<file path="src/rtl/output_layer_accum.sv">
// Output-layer MAC bank: 10 saturating class accumulators fed one hidden
// activation per beat, scores held for the downstream argmax stage.
module output_layer_accum #(
  parameter int N_INPUTS = 32
) (
  input  logic         clk,
  input  logic         rst,
  input  logic         start,
  input  logic [159:0] bias_packed,
  input  logic         in_valid,
  output logic         in_ready,
  input  logic [7:0]   act_in,
  input  logic [79:0]  w_packed,
  output logic [199:0] scores_packed,
  output logic         out_valid,
  input  logic         out_ready,
  output logic         busy,
  output logic         sat_flag
);

  typedef enum logic [1:0] {IDLE, ACCUM, DONE} state_t;

  localparam int CW = $clog2(N_INPUTS);
  localparam logic [CW-1:0] LAST = CW'(N_INPUTS - 1);

  state_t             state;
  logic [CW-1:0]      cnt;
  logic signed [19:0] acc  [10];
  logic signed [15:0] prod [10];
  logic [20:0]        sum  [10];
  logic [19:0]        nxt  [10];
  logic               any_clamp;

  // Sum is one bit wider than acc so overflow shows as bit20 != bit19.
  always_comb begin
    any_clamp = 1'b0;
    for (int j = 0; j < 10; j++) begin
      prod[j] = $signed(act_in) * $signed(w_packed[j*8 +: 8]);
      sum[j]  = {acc[j][19], acc[j]} + {{5{prod[j][15]}}, prod[j]};
      nxt[j]  = sum[j][19:0];
      if (sum[j][20] != sum[j][19]) begin
        any_clamp = 1'b1;
        nxt[j]    = sum[j][20] ? 20'h80000 : 20'h7ffff;
      end
    end
  end

  always_ff @(posedge clk) begin
    if (rst) begin
      state    <= IDLE;
      cnt      <= '0;
      sat_flag <= 1'b0;
      for (int j = 0; j < 10; j++) acc[j] <= '0;
    end else begin
      unique case (state)
        IDLE: if (start) begin
          state    <= ACCUM;
          cnt      <= '0;
          sat_flag <= 1'b0;
          for (int j = 0; j < 10; j++)
            acc[j] <= {{4{bias_packed[j*16+15]}},
                       bias_packed[j*16 +: 16]};
        end
        ACCUM: if (in_valid) begin
          for (int j = 0; j < 10; j++) acc[j] <= nxt[j];
          if (any_clamp) sat_flag <= 1'b1;
          cnt <= cnt + 1'b1;
          if (cnt == LAST) state <= DONE;
        end
        DONE: if (out_ready) state <= IDLE;
        default: state <= IDLE;
      endcase
    end
  end

  assign in_ready  = (state == ACCUM);
  assign out_valid = (state == DONE);
  assign busy      = (state != IDLE);

  always_comb begin
    scores_packed = '0;
    for (int j = 0; j < 10; j++)
      scores_packed[j*20 +: 20] = acc[j];
  end

endmodule

</file>
<file path="config.mk">
export PLATFORM = sky130hd
export DESIGN_NAME = output_layer_accum
export DESIGN_NICKNAME = d
export VERILOG_FILES = /design/src/rtl/output_layer_accum.sv
export SDC_FILE = /design/constraint.sdc
export NUM_CORES = 2
export LEC_CHECK = 0
export ABC_AREA = 0
export CAP_MARGIN = 0
export CELL_PAD_IN_SITES_DETAIL_PLACEMENT = 1
export CELL_PAD_IN_SITES_GLOBAL_PLACEMENT = 1
export CORE_ASPECT_RATIO = 0.8
export CORE_MARGIN = 1.5
export CORE_UTILIZATION = 47
export DETAILED_ROUTE_END_ITERATION = 7
export PLACE_DENSITY_LB_ADDON = 0.25
export SLEW_MARGIN = 20
export SYNTH_ARGS = -nofsm -noshare
export SYNTH_HDL_FRONTEND = slang
export SYNTH_SLANG_ARGS = --single-unit
</file>
<file path="constraint.sdc">
create_clock -name clk -period 11.2 [get_ports clk]
set_clock_uncertainty 0.1 [all_clocks]
set_input_delay 2.24 -clock clk [delete_from_list [all_inputs] [get_ports clk]]
set_output_delay 2.24 -clock clk [all_outputs]
set_load 0.03 [all_outputs]
</file>
==> job_summary.md <==
## Synthesis and layout report

| Metric | Value |
|---|---|
| Comb/total area | 66.61% |
| Clk root buf | clkbuf_16 |
| Top cell by count, worst path | fa_1 |
| Number of global-route vias before repair | ~40,000 |
| GRT met1 Usage | 39.49% |
| Status | completed |
| Top cell excl fill/tap | inv_1 |
| YS chip area | 47,510 sq um |
| Syn_nets | 6,621 |
| Non-clock buffers | 488 |
| FFs w/ async S/R, synth | 0% |
| Setup_tns | 0 ps |
| Layout cells sized above 1 | 2.434% |
| Fa+ha+maj area frac | 52.27% |
| Drt pass-1 iters | 5 |
| Fmax | 105.2 MHz |
| Yosys warns | 0 |
| WHS | 383.4 ps |
| TritonCTS clock tree | done |
| DRC | 0 |
| Register clock-pin slew on the reported worst setup and hold paths | approximately 60 ps |
| Arrival time worst endpoint | 9940 ps |
| Logic inverters | roughly 1,200 |
| Fin worst setup slack | roughly 1700 ps |
| DP Wirelength | 117.4 mm |
| Met3 wire len | ~9 mm |
| FF-to-FF Start | acc[0][164] |
| GR peak layer | met2 |
| XOR/XNOR Fraction of Synth Area | 3.598% |
| WHS Path Cells | 2 |
| Die Area | 103,000 sq um |
| Pre-CTS setup slack | 1071 ps |
| H-tree depth | 1 |
| Worst setup endpoint | sat_flag |
| Inserted Clock Buffers | 31 |
| Slew headroom | 30.31% |
| Post-synth area hogs | fa_1 (39%), ha_1 (13%), edfxtp_1 (13%) |
| Final Hold Viols | 0 |
| Synth flops | 208 |
| Met2 Usage GRT | 47.38% |
| Mapped cell area | roughly 48,000 sq um |
| Max reg flops | roughly 200 |
| NonClk Buf Share | 8.808% |
| Synth Seq Share | 12.98% |
| WL met1 | ~63 mm |
| Max Cap Viol | 0 |
| Cells after Synth | 4,966 |
| Min-delay worst type | reg -> reg |
| CP required | 11,640 ps |
| Buffer and inverter count on the worst path | 3 |
| Routed wl met2 | just under 70 mm |
| Detail Route Antenna Nets | 0 |
| Synth top cells by count | inv_1 (1,161), fa_1 (920), ha_1 (482) |
| Biggest register | acc |
| Flop area | 6166 sq um |
| Wire length of the first global-routing pass | 228.9 mm |
| Area Overhead vs Synth | 14.64% |
| Largest regs | acc x200, cnt x5, state x2 |
| Top cell area share | about two fifths |
| CP delay by family, top | adder cells |
| Cell Area, Placed | 53,270 sq um |
| CTS Hold Bufs | 0 |
| Final RePlAce weighted congestion | a little under 0.9 |
| PostCTS Resize Cnt | 0 |
| Fin crit share | between 80% and 90% |
| WHS Endpoint | cnt[1] |
| MI comb area | 36,280 sq um |
**PDN straps and rails**

Scale: 1 px per micron. Pins as bars on the die edge.
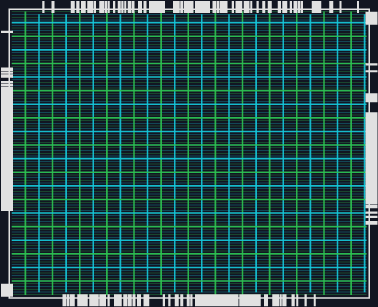
Key: cyan = VDD; green = VSS
105 met1 rails follow the rows. 457 signal pins sit on the boundary.
Die Span Y: 287.4 microns
core region area: 100,300 sq um
Chip Width: 358.5 microns

**Placement by cell class**

Scale: 1 px per micron. Fill, decap, tap and diode cells in grey.
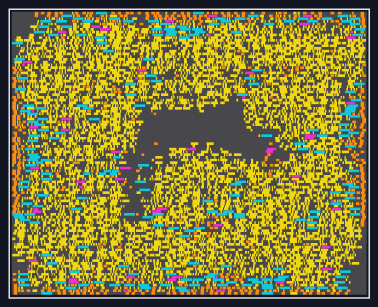
Key: magenta = clock drivers and dummy loads [cells 57, share of their area 2.2%]; orange = other buffers and delay cells [cells 488, share of their area 9.1%]; yellow = all other logic [cells 4,589, share of their area 77%]; cyan = flip-flops [cells 208, share of their area 12%]
Rows: 104
Layout Utilization: 54.29%
post-route cell area: 54,460 sq um

**Clock network drawn from the DEF**

Scale: 1.5 px per micron.
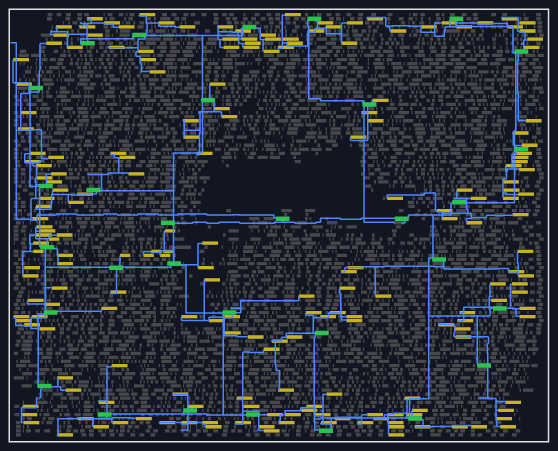
Key: yellow = flip-flops [count 208]; green = cells driving clock nets [count 31]; blue = clock wires [length 5,170 microns]
Position of the flops: spread over the die.
clk_lat worst skew: 670 ps

**Wiring by layer**

Scale: 1 px per micron. Only two layers are drawn.
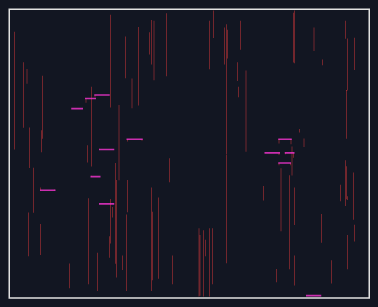
Key: magenta = met5 [wire length 156 microns]; red = met4 [wire length 3,600 microns]
vias: 35,710
GRT Total Usage: 28.74%

**Placed standard cells**

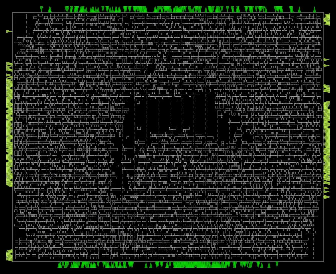
Flops: 208
final std cells w/o fill: 6,674
Well Taps: 1,325
fillers: 11,330
fraction of area in registers: 11.32%

